**src/rtl/biriscv_mem_pkg.sv**
```systemverilog
// Shared types and constants for the data-memory initiator and its wait timer.
package biriscv_mem_pkg;

    localparam int unsigned SIZE_OF_THE_BUS = 32;
    localparam int unsigned BE_WIDTH        = 4;
    localparam int unsigned CNT_WIDTH       = 16;

    typedef enum logic [1:0] {
        ST_IDLE = 2'd0,
        ST_REQ  = 2'd1,
        ST_WAIT = 2'd2,
        ST_DONE = 2'd3
    } dmem_state_e;

    // Completion counters stick at all-ones instead of wrapping.
    function automatic logic [CNT_WIDTH-1:0] sat_inc(input logic [CNT_WIDTH-1:0] v);
        return (v == {CNT_WIDTH{1'b1}}) ? v : v + 1'b1;
    endfunction

endpackage

```
**src/rtl/biriscv_req_timer.sv**
```systemverilog
// Read-wait timer: cleared before WAIT, counts each enabled cycle, flags the last
// allowed cycle.
module biriscv_req_timer #(
    parameter int unsigned TIMEOUT_CYCLES = 16
) (
    input  logic clk,
    input  logic rst_n,
    input  logic clr,
    input  logic en,
    output logic expired
);

    localparam logic [7:0] LastCount = 8'(TIMEOUT_CYCLES - 1);

    logic [7:0] count_q, count_d;

    always_comb begin
        count_d = count_q;
        if (clr) begin
            count_d = 8'd0;
        end else if (en && !expired) begin
            count_d = count_q + 8'd1;
        end
    end

    always_comb begin
        expired = (count_q == LastCount);
    end

    always_ff @(posedge clk or negedge rst_n) begin
        if (!rst_n) begin
            count_q <= 8'd0;
        end else begin
            count_q <= count_d;
        end
    end

endmodule

```
**src/rtl/biriscv_dmem_initiator.sv**
```systemverilog
// Single-outstanding data-memory initiator with read timeout and completion counters.
// Optional BIRISCV_DMEM_ALIGN_CHECK_EN rejects commands with a misaligned address.
module biriscv_dmem_initiator
    import biriscv_mem_pkg::*;
#(
    parameter int unsigned TIMEOUT_CYCLES = 16
) (
    input  logic                       clk,
    input  logic                       rst_n,
    input  logic                       cmd_valid,
    output logic                       cmd_ready,
    input  logic                       cmd_wr,
    input  logic [SIZE_OF_THE_BUS-1:0] cmd_addr,
    input  logic [SIZE_OF_THE_BUS-1:0] cmd_data,
    input  logic [BE_WIDTH-1:0]        cmd_be,
    output logic                       dmem_req_valid,
    output logic [SIZE_OF_THE_BUS-1:0] dmem_req_addr,
    output logic [SIZE_OF_THE_BUS-1:0] dmem_req_data,
    output logic [BE_WIDTH-1:0]        dmem_req_write_en,
    input  logic                       dmem_resp_valid,
    input  logic [SIZE_OF_THE_BUS-1:0] dmem_resp_data,
    output logic                       rsp_valid,
    input  logic                       rsp_ready,
    output logic [SIZE_OF_THE_BUS-1:0] rsp_data,
    output logic                       rsp_error,
    output logic [CNT_WIDTH-1:0]       rd_count,
    output logic [CNT_WIDTH-1:0]       wr_count
);

    dmem_state_e                state_q, state_d;
    logic                       wr_q, wr_d;
    logic [SIZE_OF_THE_BUS-1:0] addr_q, addr_d;
    logic [SIZE_OF_THE_BUS-1:0] data_q, data_d;
    logic [BE_WIDTH-1:0]        be_q, be_d;
    logic [SIZE_OF_THE_BUS-1:0] rsp_data_q, rsp_data_d;
    logic                       rsp_error_q, rsp_error_d;
    logic [CNT_WIDTH-1:0]       rd_count_q, rd_count_d;
    logic [CNT_WIDTH-1:0]       wr_count_q, wr_count_d;

    logic cmd_illegal;
    logic timer_clr;
    logic timer_en;
    logic timer_expired;

    // A write with no enables would look like a read on the bus, so it never goes out.
    always_comb begin
        cmd_illegal = cmd_wr && (cmd_be == '0);
`ifdef BIRISCV_DMEM_ALIGN_CHECK_EN
        cmd_illegal = cmd_illegal || (cmd_addr[1:0] != 2'b00);
`endif
    end

    always_comb begin
        timer_clr = (state_q == ST_REQ);
        timer_en  = (state_q == ST_WAIT);
    end

    biriscv_req_timer #(
        .TIMEOUT_CYCLES(TIMEOUT_CYCLES)
    ) u_req_timer (
        .clk    (clk),
        .rst_n  (rst_n),
        .clr    (timer_clr),
        .en     (timer_en),
        .expired(timer_expired)
    );

    always_comb begin
        state_d     = state_q;
        wr_d        = wr_q;
        addr_d      = addr_q;
        data_d      = data_q;
        be_d        = be_q;
        rsp_data_d  = rsp_data_q;
        rsp_error_d = rsp_error_q;
        rd_count_d  = rd_count_q;
        wr_count_d  = wr_count_q;

        unique case (state_q)
            ST_IDLE: begin
                if (cmd_valid) begin
                    wr_d        = cmd_wr;
                    addr_d      = cmd_addr;
                    data_d      = cmd_data;
                    be_d        = cmd_be;
                    rsp_data_d  = '0;
                    rsp_error_d = cmd_illegal;
                    state_d     = cmd_illegal ? ST_DONE : ST_REQ;
                end
            end
            ST_REQ: begin
                state_d = wr_q ? ST_DONE : ST_WAIT;
            end
            ST_WAIT: begin
                // A response in the expiry cycle still counts as a good read.
                if (dmem_resp_valid) begin
                    rsp_data_d = dmem_resp_data;
                    state_d    = ST_DONE;
                end else if (timer_expired) begin
                    rsp_error_d = 1'b1;
                    state_d     = ST_DONE;
                end
            end
            ST_DONE: begin
                if (rsp_ready) begin
                    state_d = ST_IDLE;
                    if (!rsp_error_q) begin
                        if (wr_q) begin
                            wr_count_d = sat_inc(wr_count_q);
                        end else begin
                            rd_count_d = sat_inc(rd_count_q);
                        end
                    end
                end
            end
            default: begin
                state_d = ST_IDLE;
            end
        endcase
    end

    always_comb begin
        cmd_ready         = (state_q == ST_IDLE);
        dmem_req_valid    = (state_q == ST_REQ);
        dmem_req_addr     = dmem_req_valid ? addr_q : '0;
        dmem_req_data     = dmem_req_valid ? data_q : '0;
        dmem_req_write_en = (dmem_req_valid && wr_q) ? be_q : '0;
        rsp_valid         = (state_q == ST_DONE);
        rsp_data          = rsp_valid ? rsp_data_q : '0;
        rsp_error         = rsp_valid && rsp_error_q;
        rd_count          = rd_count_q;
        wr_count          = wr_count_q;
    end

    always_ff @(posedge clk or negedge rst_n) begin
        if (!rst_n) begin
            state_q     <= ST_IDLE;
            wr_q        <= 1'b0;
            addr_q      <= '0;
            data_q      <= '0;
            be_q        <= '0;
            rsp_data_q  <= '0;
            rsp_error_q <= 1'b0;
            rd_count_q  <= '0;
            wr_count_q  <= '0;
        end else begin
            state_q     <= state_d;
            wr_q        <= wr_d;
            addr_q      <= addr_d;
            data_q      <= data_d;
            be_q        <= be_d;
            rsp_data_q  <= rsp_data_d;
            rsp_error_q <= rsp_error_d;
            rd_count_q  <= rd_count_d;
            wr_count_q  <= wr_count_d;
        end
    end

endmodule

```
**config.mk**
```make
export PLATFORM = sky130hd
export DESIGN_NAME = biriscv_dmem_initiator
export DESIGN_NICKNAME = d
export VERILOG_FILES = /design/src/rtl/biriscv_mem_pkg.sv /design/src/rtl/biriscv_req_timer.sv /design/src/rtl/biriscv_dmem_initiator.sv
export SDC_FILE = /design/constraint.sdc
export NUM_CORES = 1
export LEC_CHECK = 0
export CAP_MARGIN = 10
export CORE_UTILIZATION = 45
export DETAILED_ROUTE_END_ITERATION = 12
export PLACE_DENSITY = 0.82
export SKIP_LAST_GASP = 1
export SYNTH_ARGS = -nofsm -noshare
export SYNTH_HDL_FRONTEND = slang
export SYNTH_SLANG_ARGS = --single-unit
```
**constraint.sdc**
```tcl
create_clock -name clk -period 2.2 [get_ports clk]
set_input_delay 0.33 -clock clk [delete_from_list [all_inputs] [get_ports clk]]
set_output_delay 0.33 -clock clk [all_outputs]
set_load 0.02 [all_outputs]
```
==> images/ff_map.png <==
Drawn at 2 px/um. Other sequential cells in the stronger grey, the rest of the logic in the fainter grey.
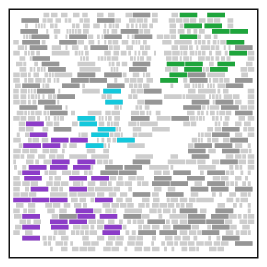
[`rd_count`] green | placed flops: 16 | where: north-east
[`u_req_timer.count_q`] cyan | placed flops: 8
[`data_q`] purple | placed flops: 32
not coloured: 88

==> images/clock_wires.png <==
Drawn at 3 px/um.
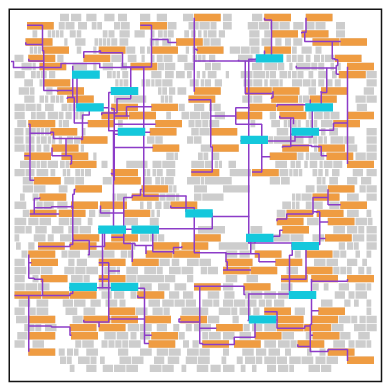
[flip-flops] orange | count: 144
[clock wires] purple | length: 1770 um
[clock-net drivers] cyan | count: 17
flops lie: widely spread

==> images/congestion_map.png <==
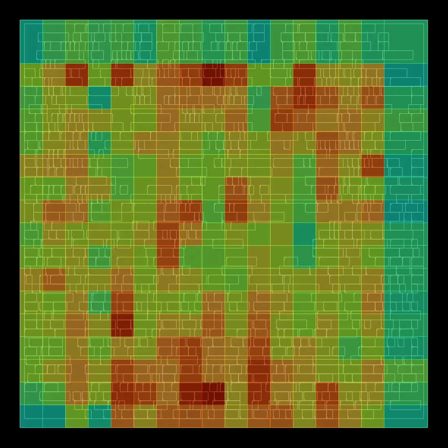
global-route met1 utilization: 26.2%
wire length per cell after detailed routing: 16.2 um
Most Crowded Layer GR: met2

==> flow_summary.toml <==
# yosys + openroad results
[synthesis]
post_synth_edffs = 0
synth.top_cells.by_count = "144 x dfrtp_1, 98 x and2_1, 82 x nand2_1"
chip_area_from_the_yosys_synthesis_statistics_sq_mm = 0.00665
top_area_cell = "dfrtp_1"
netlist-cell-type-count = 44
synth-seq-cells = 144

[worst_setup_path]
worst_path_buffer_plus_inverter_count = 1
regToRegStartpoint = "state_q[0]"
worstReg2RegEnd = "rsp_data_q[20]"
ff2ff_path_depth = 6
critPathLaunch = "state_q[0]"

[global_routing]
grt_pass1_wl_um = 26000
globalRouteOverflowTotal = 0
globalRouteTotalUtil_pct = 22.2
grt_pass1_vias = 5264

[final_timing]
timing_max_transition_violations_final = 0
timing.final.crit_period_ns = 2.17
hold_violations = 0
clock_skew_ns = 0.00505

[clock_network]
cts.path.max_buffers = 2
clock-sinks = 144
clkTransAtPathRegs_ns = 0.05

[pwr]
switch_share_pct = 35.8
clockPowerShare_pct = 22.1
vdd_ir_drop_max_mv = 0.662
total_power_w = 0.0121

[placement]
dpl_cell_area_sq_mm = 0.00932

[status]
outcome = "completed"

[layout]
area_growth_syn_to_layout_pct = 48.8
antenna-diode-count = 0
design.final.nets = 968

[floorplanning]
die_area_sq_mm = 0.0153

[detailed_routing]
detail_route.first_pass.iterations = 4
cell type report:
cell class	count	area [sq um]	area share, %
flip-flops and latches	144	3600	36.4
multi-input cells	424	2940	29.7
repair buffers	261	2550	25.8
clock buffers	23	488	4.93
well taps	184	230	2.33
clock inverters	7	60.1	0.607
inverters	6	22.5	0.228
power by group through the flow:
stage / combinational, W / sequential [W] / clock (W)
after CTS: 0.00507 / 0.00423 / 0.00274
after global routing: 0.00565 / 0.00438 / 0.00286
after detailed placement: 0.00526 / 0.00426 / 0
after floorplan: 0.00312 / 0.00410 / 0
final: 0.00523 / 0.00423 / 0.00268
after global placement: 0.00512 / 0.00417 / 0
Power and IR drop assume default switching activity.
